**config.mk**
```make
export PLATFORM = sky130hd
export DESIGN_NAME = fetch_unit
export DESIGN_NICKNAME = d
export VERILOG_FILES = /design/src/rtl/fetch_unit_pkg.sv /design/src/rtl/fetch_queue.sv /design/src/rtl/fetch_unit.sv
export SDC_FILE = /design/constraint.sdc
export NUM_CORES = 1
export LEC_CHECK = 0
export CAP_MARGIN = 30
export CORE_MARGIN = 1.5
export CORE_UTILIZATION = 53
export DETAILED_ROUTE_END_ITERATION = 10
export PLACE_DENSITY_LB_ADDON = 0.05
export SYNTH_ARGS = -nofsm -noshare
export SYNTH_HDL_FRONTEND = slang
export SYNTH_SLANG_ARGS = --single-unit
```
**constraint.sdc**
```tcl
create_clock -name clk -period 7.2 [get_ports clk]
set_clock_uncertainty 0.1 [all_clocks]
set_input_delay 0.72 -clock clk [delete_from_list [all_inputs] [get_ports clk]]
set_output_delay 0.72 -clock clk [all_outputs]
set_load 0.05 [all_outputs]
```
**src/rtl/fetch_unit_pkg.sv**
```systemverilog
// Shared types and constants for the instruction fetch stage.
package fetch_unit_pkg;

   // Fetch FSM encodings
   localparam logic [1:0] FETCH_BOOT  = 2'd0;
   localparam logic [1:0] FETCH_RUN   = 2'd1;
   localparam logic [1:0] FETCH_FLUSH = 2'd2;

   typedef enum logic [1:0] {
      StBoot  = FETCH_BOOT,
      StRun   = FETCH_RUN,
      StFlush = FETCH_FLUSH
   } fetch_state_e;

   localparam logic [31:0] INSTR_NOP = 32'h0000_0013;

   // RV32I opcodes (id_instr[6:0])
   localparam logic [6:0] OPCODE_LOAD   = 7'h03;
   localparam logic [6:0] OPCODE_OP_IMM = 7'h13;
   localparam logic [6:0] OPCODE_AUIPC  = 7'h17;
   localparam logic [6:0] OPCODE_STORE  = 7'h23;
   localparam logic [6:0] OPCODE_OP     = 7'h33;
   localparam logic [6:0] OPCODE_LUI    = 7'h37;
   localparam logic [6:0] OPCODE_BRANCH = 7'h63;
   localparam logic [6:0] OPCODE_JALR   = 7'h67;
   localparam logic [6:0] OPCODE_JAL    = 7'h6F;

   // funct3 values (id_instr[14:12])
   localparam logic [2:0] FUNCT3_ADD = 3'b000;
   localparam logic [2:0] FUNCT3_BEQ = 3'b000;
   localparam logic [2:0] FUNCT3_BNE = 3'b001;
   localparam logic [2:0] FUNCT3_LW  = 3'b010;
   localparam logic [2:0] FUNCT3_SW  = 3'b010;

   // Clear the byte offset of a fetch address
   function automatic logic [31:0] word_align(input logic [31:0] addr);
      return addr & 32'hFFFF_FFFC;
   endfunction

endpackage

```
**src/rtl/fetch_queue.sv**
```systemverilog
// Synchronous FIFO with flush; used for the {instr, pc} prefetch queue and the request PC tags.
// Callers guarantee no push when full and no pop when empty.
module fetch_queue #(
   parameter int unsigned Width = 32,
   parameter int unsigned Depth = 2
) (
   input  logic                     clk,
   input  logic                     rst_n,
   input  logic                     flush_i,
   input  logic                     push_i,
   input  logic [Width-1:0]         data_i,
   input  logic                     pop_i,
   output logic [Width-1:0]         data_o,
   output logic [$clog2(Depth):0]   count_o
);

   localparam int unsigned AW = $clog2(Depth);

   logic [Width-1:0] mem_q [Depth];
   logic [AW:0]      wptr_q, wptr_d, rptr_q, rptr_d;

   // Pointer update; flush empties the queue and wins over push/pop
   always_comb begin
      wptr_d = wptr_q;
      rptr_d = rptr_q;
      if (flush_i) begin
         wptr_d = '0;
         rptr_d = '0;
      end else begin
         if (push_i) wptr_d = wptr_q + 1'b1;
         if (pop_i)  rptr_d = rptr_q + 1'b1;
      end
   end

   // Pointer registers
   always_ff @(posedge clk or negedge rst_n) begin
      if (!rst_n) begin
         wptr_q <= '0;
         rptr_q <= '0;
      end else begin
         wptr_q <= wptr_d;
         rptr_q <= rptr_d;
      end
   end

   // Storage is not reset; the consumer masks the head while empty
   always_ff @(posedge clk) begin
      if (push_i && !flush_i) mem_q[wptr_q[AW-1:0]] <= data_i;
   end

   assign data_o  = mem_q[rptr_q[AW-1:0]];
   assign count_o = wptr_q - rptr_q;

endmodule

```
**src/rtl/fetch_unit.sv**
```systemverilog
// Instruction fetch stage: PC ownership, credit-limited imem requests, prefetch queue, redirect.
// Optional build macro FETCH_PERF_CNT_EN adds fetch/redirect/stall performance counters.
module fetch_unit
   import fetch_unit_pkg::*;
#(
   parameter logic [31:0] RESET_PC = 32'h0000_0000,
   parameter int unsigned QDEPTH   = 2
) (
   input  logic        clk,
   input  logic        rst_n,
   output logic        imem_req_valid_o,
   input  logic        imem_req_ready_i,
   output logic [31:0] imem_req_addr_o,
   input  logic        imem_rsp_valid_i,
   input  logic [31:0] imem_rsp_data_i,
   output logic        id_valid_o,
   input  logic        id_ready_i,
   output logic [31:0] id_instr_o,
   output logic [31:0] id_pc_o,
   input  logic        redirect_valid_i,
   input  logic [31:0] redirect_pc_i
`ifdef FETCH_PERF_CNT_EN
   ,
   output logic [31:0] perf_fetch_cnt_o,
   output logic [31:0] perf_redirect_cnt_o,
   output logic [31:0] perf_stall_cnt_o
`endif
);

   localparam int unsigned   CntW      = $clog2(QDEPTH) + 1;
   localparam logic [CntW:0] CreditMax = (CntW + 1)'(QDEPTH);

   fetch_state_e    state_q, state_d;
   logic [31:0]     pc_q, pc_d;
   logic [CntW-1:0] discard_q, discard_d;
   logic [CntW-1:0] occupancy, inflight;
   logic [CntW:0]   credit_sum;
   logic [63:0]     head;
   logic [31:0]     tag_pc;
   logic            req_valid, req_fire, id_valid, push_data, pop_data;

   // Occupancy plus outstanding requests must leave room for every response
   assign credit_sum = {1'b0, occupancy} + {1'b0, inflight};
   assign req_valid  = (state_q != StBoot) & ~redirect_valid_i & (credit_sum < CreditMax);
   assign req_fire   = req_valid & imem_req_ready_i;
   assign id_valid   = (occupancy != '0) & ~redirect_valid_i;
   assign pop_data   = id_valid & id_ready_i;
   // Responses owed to a redirected-away stream (or arriving on the redirect cycle) are dropped
   assign push_data  = imem_rsp_valid_i & ~redirect_valid_i & (discard_q == '0);

   fetch_queue #(
      .Width (64),
      .Depth (QDEPTH)
   ) u_data_q (
      .clk     (clk),
      .rst_n   (rst_n),
      .flush_i (redirect_valid_i),
      .push_i  (push_data),
      .data_i  ({imem_rsp_data_i, tag_pc}),
      .pop_i   (pop_data),
      .data_o  (head),
      .count_o (occupancy)
   );

   // Tag count doubles as the outstanding-request counter
   fetch_queue #(
      .Width (32),
      .Depth (QDEPTH)
   ) u_tag_q (
      .clk     (clk),
      .rst_n   (rst_n),
      .flush_i (1'b0),
      .push_i  (req_fire),
      .data_i  (pc_q),
      .pop_i   (imem_rsp_valid_i),
      .data_o  (tag_pc),
      .count_o (inflight)
   );

   // Next PC, discard count and FSM state
   always_comb begin
      pc_d      = pc_q;
      discard_d = discard_q;
      state_d   = state_q;
      if (redirect_valid_i) begin
         pc_d      = word_align(redirect_pc_i);
         discard_d = inflight - CntW'(imem_rsp_valid_i);
      end else begin
         if (req_fire) pc_d = pc_q + 32'd4;
         if (imem_rsp_valid_i && discard_q != '0) discard_d = discard_q - CntW'(1);
      end
      case (state_q)
         StBoot:  state_d = StRun;
         StRun:   if (redirect_valid_i && inflight != '0) state_d = StFlush;
         StFlush: if (discard_d == '0) state_d = StRun;
         default: state_d = StBoot;
      endcase
   end

   // State registers
   always_ff @(posedge clk or negedge rst_n) begin
      if (!rst_n) begin
         state_q   <= StBoot;
         pc_q      <= RESET_PC;
         discard_q <= '0;
      end else begin
         state_q   <= state_d;
         pc_q      <= pc_d;
         discard_q <= discard_d;
      end
   end

   assign imem_req_valid_o = req_valid;
   assign imem_req_addr_o  = req_valid ? pc_q : '0;
   assign id_valid_o       = id_valid;
   assign id_instr_o       = id_valid ? head[63:32] : '0;
   assign id_pc_o          = id_valid ? head[31:0]  : '0;

`ifdef FETCH_PERF_CNT_EN
   logic [31:0] perf_fetch_q, perf_redirect_q, perf_stall_q;

   // Free-running event counters, wrap on overflow
   always_ff @(posedge clk or negedge rst_n) begin
      if (!rst_n) begin
         perf_fetch_q    <= '0;
         perf_redirect_q <= '0;
         perf_stall_q    <= '0;
      end else begin
         if (push_data)                perf_fetch_q    <= perf_fetch_q + 32'd1;
         if (redirect_valid_i)         perf_redirect_q <= perf_redirect_q + 32'd1;
         if (id_ready_i && !id_valid)  perf_stall_q    <= perf_stall_q + 32'd1;
      end
   end

   assign perf_fetch_cnt_o    = perf_fetch_q;
   assign perf_redirect_cnt_o = perf_redirect_q;
   assign perf_stall_cnt_o    = perf_stall_q;
`endif

endmodule

```
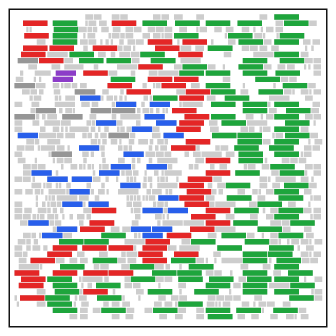
(run_1/registers.png)
Other sequential cells in the stronger gray, the rest of the logic in the fainter gray.
- purple: u_tag_q.rptr_q (flops 2)
- blue: pc_q (flops 30)
- green: u_data_q.mem_q (flops 124; where spread over the die)
- red: u_tag_q.mem_q (flops 60)
- not colored: 10

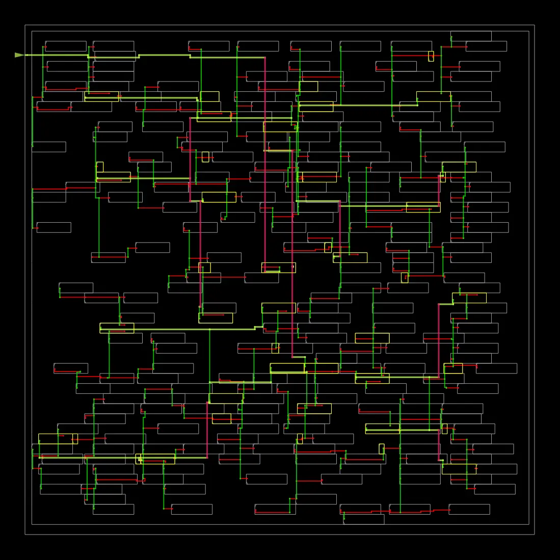
(run_1/final_clocks.png)
flop count: 226
clk sinks: 226
clock buffers: 38
P_clk: 0.00118 W

==> results.toml, run 1 <==
# generated from flow reports
[logic_synthesis]
syn_area_um2 = 9610
synthArstFlopShare = 0.186
synth_area_per_cell_um2 = 14.4
yosys_cells = 668
yosys_area_um2 = 9610
edf_count = 184
synth_seq_share = 0.684
syn_inst = 668
synth_warnings = 0
flop_cell = "edfxtp_1"
synthDistinctLibCells = 55
synth_flops = 226

[clocking]
worstSkewPairLatency_ps = 510
cts_tree = "yes"
postCtsHoldBufs = 0
cts_max_level = 1
cts_setup_buffers = 0
clock_path_buffers = 3
clkSlewWorstSetupHoldPaths_ps = 60
cts_resized = 0
cts_buffers = 24
clock-root-buffer = "clkbuf_16"

[job]
cap_violations = 0
warnings = 28

[detailed_routing]
vias = 5903
top_layer = "met4"
dr_wl_met2_mm = 10.2
drt-initial-drc-count = 345
firstDrtPassIters = 5
drc = 0
wl_met1_mm = 8.30
wl_per_cell_um = 18.7
post_drt_via_cell_ratio = 5.47
antenna_left = 0
met3_length_mm = 1.30
wirelength_mm = 20.1

[floorplanning]
nWellTaps = 229
die-area_um2 = 19000
fp_util = 0.537
io_pins = 168
fp-row-count = 49
core_um2 = 17900

[final_timing]
grt_setup_unrepaired = "no"
fin_ws_ps = 2220
setup_viol = 0
finalCritPeriodShare = 0.692
slew_headroom = 0.475
tightest_slew_ps = 787
fmax_mhz = 201
fin_crit_ps = 4980
hold_viol = 0
finalMaxSlewViolations = 0
tns_ps = 0

[cells_and_area]
drive_gt1_frac = 0.122
nMultiInputCombCells = 401
area_growth_pct = 27.2
layout.area.comb_um2 = 2860
diodes = 0
comb-cell-share = 0.234
nonClockInverterCount = 9
final_cell_area_um2 = 12200
buffer_area_frac = 0.139
dominant_cells = "sequential cells"
clock_cell_area_share = 0.0629
n_all_buffers = 171
layout_top_cells = "edfxtp_1 (184), clkdlybuf4s50_1 (160), nor2_1 (79), mux2i_1 (65), dfrtp_1 (41)"
final_nets = 909
fillers = 1291
seq_share = 0.538
lay_top_count = "edfxtp_1"
regArea_um2 = 6580

[critical_path]
critPathKind = "flop to output pin"
setup.worst_path.start = "u_data_q.rptr_q[0]"
endpoint = "imem_req_addr_o[19]"
cp_slowest_stage_delay_ps = 850
startpoint_type = "flop"
crit_path_top_delay_cell = "clkdlybuf4s50_1"
arrival_ps = 4160
path_max_fanout = 40
critPathTopFamily = "buffers and inverters"
cpMostUsedCell = "ha_1"
r2r_slack_ps = 3740
end_kind = "output pin"
cp.depth = 8
r2r_start = "u_data_q.rptr_q[0]"
required_ps = 6380
timing.rr.end = "pc_q[25]"
reg2reg_depth = 9
path_cells = "ha_1, xnor3_2, xor2_1, ha_1, nor3_4, o221a_4, and2_1, clkdlybuf4s50_1"
critPathBufInv = 1

[pwr]
peakVddDrop_mv = 0.310
p_leak_nw = 4.19
cellPowerDensity_nw_per_um2 = 406

[grt]
grt_usage = 0.214
top_usage_layer = "met2"
grt_first_pass_wirelength_mm = 31.0
grtUsageMet1 = 0.271
grtUsageMet2 = 0.381
grt_antenna_before_repair = 0
use_met3 = 0.0353
grt_max_degree = 57
grt_overflow = 0
grt_pass1_vias = 5938

[placement]
place_ws_ps = 2400
gp_congestion = 0.810
dpl_cell_area_um2 = 11400
place_hpwl_mm = 13.0

[status]
status = "finished, final reports clean"

[min_path]
hp-class = "flop to flop"
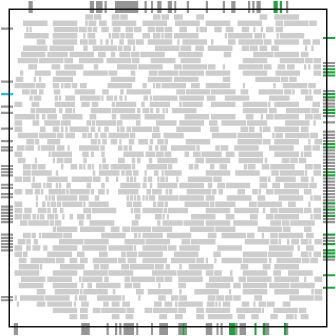
(run_1/pins.png)
Pins as bars across the die edge, other pins in gray.
- cyan: imem_rsp_valid_i (pins 1; direction input; edge left)
- green: id_instr_o (pins 32; direction output; edge 22 right, 7 bottom, 3 top)
- all pins by edge: 56 right, 42 bottom, 39 top, 31 left
Die H: 138 µm
Die X: 138 µm
PortBufs: 161

run 1: registers in the layout, summed over array words and instances, names as in the netlist:
| name | cells |
|---|---|
| state_q | 2 |
| u_data_q.wptr_q | 2 |
| u_tag_q.mem_q | 60 |
| u_tag_q.wptr_q | 2 |
| u_data_q.rptr_q | 2 |
| u_data_q.mem_q | 124 |
| pc_q | 30 |
| discard_q | 2 |
| u_tag_q.rptr_q | 2 |
run 1: synth_stat cells (2+ instances only):
| library cell | instances | share of area |
|---|---|---|
| edfxtp_1 | 184 | 0.57 |
| nor2_1 | 81 | 0.032 |
| mux2i_1 | 65 | 0.068 |
| dfrtp_1 | 42 | 0.11 |
| nand2_1 | 40 | 0.016 |
| mux2_2 | 34 | 0.040 |
| and2_1 | 33 | 0.021 |
| clkbuf_1 | 21 | 0.0082 |
| nand3_1 | 16 | 0.0083 |
| o21ai_0 | 15 | 0.0078 |
| nand4_1 | 14 | 0.0091 |
| xor2_1 | 14 | 0.013 |
| xnor2_1 | 10 | 0.0091 |
| inv_1 | 9 | 0.0035 |
| o21ai_1 | 9 | 0.0047 |
| a21oi_1 | 7 | 0.0036 |
| buf_4 | 6 | 0.0047 |
| ha_1 | 6 | 0.0078 |
| buf_1 | 5 | 0.0020 |
| nor3_1 | 5 | 0.0026 |
| a31oi_1 | 4 | 0.0026 |
| o211ai_1 | 4 | 0.0031 |
| o311ai_0 | 4 | 0.0036 |
| and3_1 | 2 | 0.0013 |
| and4_1 | 2 | 0.0018 |
| nand4_2 | 2 | 0.0026 |
| nor2b_1 | 2 | 0.0013 |
| nor4_1 | 2 | 0.0013 |
| o21a_1 | 2 | 0.0016 |
| o221a_2 | 2 | 0.0023 |
| xnor3_2 | 2 | 0.0049 |
run 1: power by group:
group          switching [W]  internal, W
clock               0.000475     0.000701
combinational        0.00128     0.000692
sequential          0.000146      0.00166
total                0.00190      0.00306
run 1: per-stage QoR:
stage	util	total power [W]	cells	hold slack (ps)
floorplan	-	0.00321	671	324
detailed placement	0.638	0.00383	1034	379
global route	0.683	0.00518	1080	404
CTS	0.681	0.00501	1078	300
finish	0.683	0.00496	1080	386
global placement	0.638	0.00377	1034	364
run 1: cell families (layout without fill, tap and decap cells):
| logic type | after synthesis | in the layout | synth area share |
|---|---|---|---|
| muxes | 99 | 99 | 0.108 |
| and+or+nand+nor | 209 | 209 | 0.109 |
| DFF | 226 | 226 | 0.684 |
| other | 1 | 4 | 0.000390 |
| buffers and inverters | 44 | 224 | 0.0215 |
| AOI/OAI and AO/OA | 57 | 57 | 0.0423 |
| adders and majority gates | 6 | 6 | 0.00781 |
| xor gates and xnor gates | 26 | 26 | 0.0268 |
run 1: worst min path at each step:
stage | start | end | cells after the start
after floorplan | rst_n | discard_q[0] | 0
after global placement | u_tag_q.rptr_q[1] | u_tag_q.rptr_q[1] | 1
after detailed placement | u_tag_q.rptr_q[1] | u_tag_q.rptr_q[1] | 1
after CTS | rst_n | state_q[1] | 1
after global routing | u_tag_q.rptr_q[1] | u_tag_q.rptr_q[1] | 1
final | u_tag_q.rptr_q[1] | u_tag_q.rptr_q[1] | 1
==> run_1/clock_map.png <==
Bar = 50 µm.
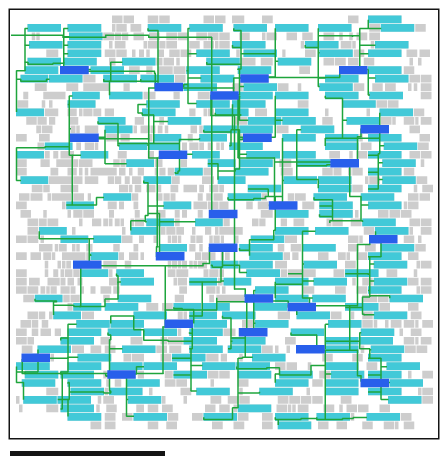

==> run 2, diff against run 1 <==
Settings changed: CORE_UTILIZATION 53 to 48.
Clock period 7.2 ns to 4.08 ns, I/O delays scaled along.
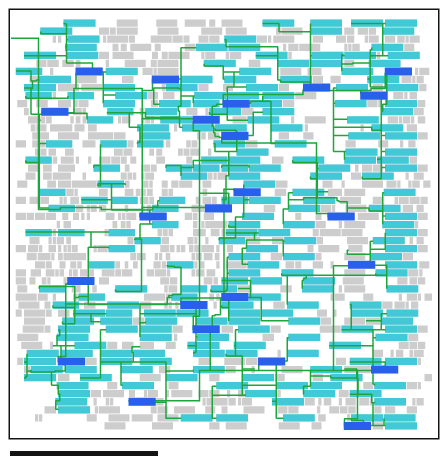
(run_2/clock_map.png)
Bar = 50 µm.
- green: clock wires (length 2630 µm)
- blue: cells driving clock nets (count 23)
- cyan: flip-flops (count 226)
- flops lie: spread over the die

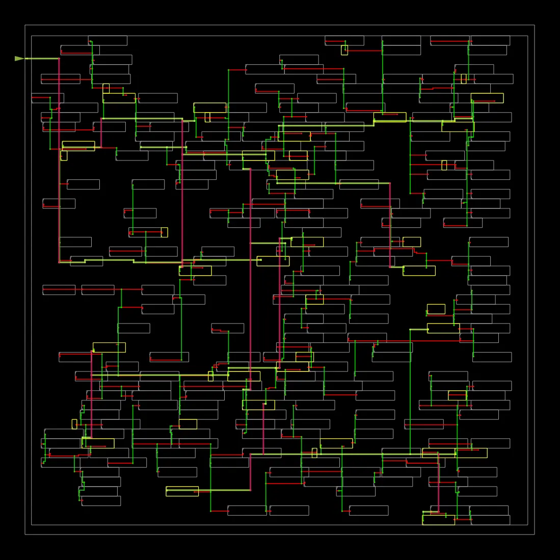
(run_2/final_clocks.png)
clock buffers: 37
P_clk: 0.00202 W
CTS buffer count: 23
Clock Latency Late Sink: 510 ps

==> run 2 against run 1 <==
Against the previous run:
- non-clock buffer count increased by 3
- area after synthesis unchanged
- critical endpoint is now imem_req_addr_o[14]
- global-route usage decreased by 1.6 points
- sequential cell count unchanged
- hold slack got worse by 210 ps
- combinational power increased by 110%
- sequential power increased by 75%
- routed wire length increased by 1.6%
- final area increased by 5.1%
- highest routed layer unchanged
- largest cell class unchanged
==> results.toml, run 2 <==
# generated from flow reports
[status]
status = "finished, final reports clean"

[final_timing]
setup_viol = 0
fmax_mhz = 255
hold_viol = 0
fin_crit_ps = 3920
finalMaxSlewViolations = 0
grt_setup_unrepaired = "no"
slew_headroom = 0.498
finalCritPeriodShare = 0.960

[logic_synthesis]
synth_warnings = 0
synth_area_per_cell_um2 = 14.4
synth.largest_area_cell = "edfxtp_1"
syn_area_um2 = 9610
synth_seq_share = 0.684
syn_inst = 668
yosysTopAreaCellShare = 0.575
yosys_cells = 668
synth_top_cell_by_count = "edfxtp_1"
synthDistinctLibCells = 55
flop_cell = "edfxtp_1"
synthArstFlopShare = 0.186
synth_flops = 226
top_cells_by_count = "edfxtp_1 (184), nor2_1 (81), mux2i_1 (65)"
yosys_area_um2 = 9610

[detailed_routing]
wl_per_cell_um = 18.3
drt-initial-drc-count = 322
drc = 0
firstDrtPassIters = 4
antenna_left = 0
post_drt_via_cell_ratio = 5.27
vias = 5883

[cells_and_area]
finish.utilization = 0.658
final_nets = 911
largest_reg_flops = 124
final_cell_area_um2 = 12800
stdcell_count = 1117
drive_gt1_frac = 0.236
layout.area.comb_um2 = 2860
lay_top_count = "edfxtp_1"
area_growth_pct = 33.6
layout_top_cells = "edfxtp_1 (184), nor2_1 (79), clkdlybuf4s50_1 (66), buf_12 (66), mux2i_1 (65)"

[grt]
grt_usage = 0.199
grt_antenna_before_repair = 0
grt_overflow = 0
grt_max_degree = 63

[min_path]
hp-class = "primary input to async pin"

[clocking]
cts_max_level = 1
clkSlewWorstSetupHoldPaths_ps = 60
clock-sinks = 226
cts_tree = "yes"
clock_path_buffers = 3
clock-root-buffer = "clkbuf_16"

[critical_path]
critPathBufInv = 1
arrival_ps = 3410
crit_path_top_delay_cell = "dfrtp_4"
path_max_fanout = 40
reg2reg_depth = 9
path_cells = "ha_1, xnor3_2, xor2_1, ha_1, nor3_4, o221a_4, and2_1, buf_12"
required_ps = 3570
critPathKind = "flop to output pin"
cp.depth = 8
startpoint_type = "flop"
end_kind = "output pin"
critPathTopFamily = "flip-flops"
cp_slowest_stage_delay_ps = 580

[floorplanning]
fp.dieH_um = 145
fp-row-count = 51
core_um2 = 19500
io_pins = 168
die-area_um2 = 20900
die_w_um = 145
fp_util = 0.492

[placement]
gp_congestion = 0.829
portBuffers = 161
dpl_cell_area_um2 = 12100
place_hpwl_mm = 12.9
dp_cells = 1072

[pwr]
clkPwrFrac = 0.218
p_total_w = 0.00929
seqPwrFrac = 0.341
pwr-share-comb = 0.441
p_int_w = 0.00582
peakVddDrop_mv = 0.621
cellPowerDensity_nw_per_um2 = 724
p_sw_w = 0.00347

[job]
cap_violations = 0
warnings = 29
run 2: cell families (layout without fill, tap and decap cells):
group | after synthesis | after routing | synth area share
and+or+nand+nor | 209 | 209 | 0.109
DFF | 226 | 226 | 0.684
buffers and inverters | 44 | 224 | 0.0215
AOI/OAI and AO/OA | 57 | 57 | 0.0423
xor gates and xnor gates | 26 | 26 | 0.0268
adders and majority gates | 6 | 6 | 0.00781
other | 1 | 5 | 0.000390
muxes | 99 | 99 | 0.108
run 2: final timing paths:
| path | start | endpoint | slack (ps) |
|---|---|---|---|
| setup reg to reg | u_data_q.rptr_q[0] | pc_q[25] | 790 |
| setup / recovery | u_data_q.rptr_q[0] | imem_req_addr_o[14] | 160 |
| min in group clk | redirect_pc_i[8] | pc_q[8] | 350 |
| hold reg to reg | u_tag_q.rptr_q[1] | u_tag_q.rptr_q[1] | 390 |
| max in group asynchronous | rst_n | u_data_q.rptr_q[0] | 3250 |
| hold / removal | rst_n | u_data_q.rptr_q[1] | 170 |
run 2: area by class of cell:
cell class,count,share of cell area
clock buffers,37,0.0560
multi-input cells,401,0.223
clock inverters,4,0.00156
repair buffers,174,0.179
diodes,1,0.000195
flip-flops and latches,226,0.512
inverters,9,0.00263
well taps,265,0.0258
run 2: per-stage QoR:
stage          setup TNS (ps)  setup WS [ps]  hold WS, ps
6_report                    0            163          171
4_1_cts                     0            113          333
5_1_grt                     0           7.30          191
2_1_floorplan         -208870          -1680         12.4
3_3_place_gp                0            767          366
3_5_place_dp                0            658          376
run 2: worst register-to-register path: stages, from the launching register on:
cell and delay (ps):
dfrtp_4 580, ha_1 240, xnor3_2 310, xor2_1 200
ha_1 330, nor3_4 240, o221a_4 560, nand4_1 200
xnor2_1 170, mux2_2 260
run 2: what timing repair did:
action	CTS	global route
resized	0	1
setup buffers	0	0
setup endpoints to repair	0	1
hold buffers	1	0
endpoints found under the hold margin	9	0
run 2: routing by layer:
layer | track usage | up-vias | share of wire
met4 | 0.0606 | 0 | 0.018
met5 | 0 | - | 0
met1 | 0.258 | 2895 | 0.42
met2 | 0.340 | 174 | 0.50
li1 | - | 2787 | -
met3 | 0.0368 | 27 | 0.064
run 2: power groups by stage:
stage | registers (W) | clock network [W] | logic, W
2_1_floorplan | 0.00313 | 0 | 0.00253
3_3_place_gp | 0.00320 | 0 | 0.00405
3_5_place_dp | 0.00322 | 0 | 0.00412
4_1_cts | 0.00317 | 0.00207 | 0.00414
5_1_grt | 0.00321 | 0.00217 | 0.00433
6_report | 0.00317 | 0.00202 | 0.00410
No activity file was given, so power comes from the tool's default toggle rates.
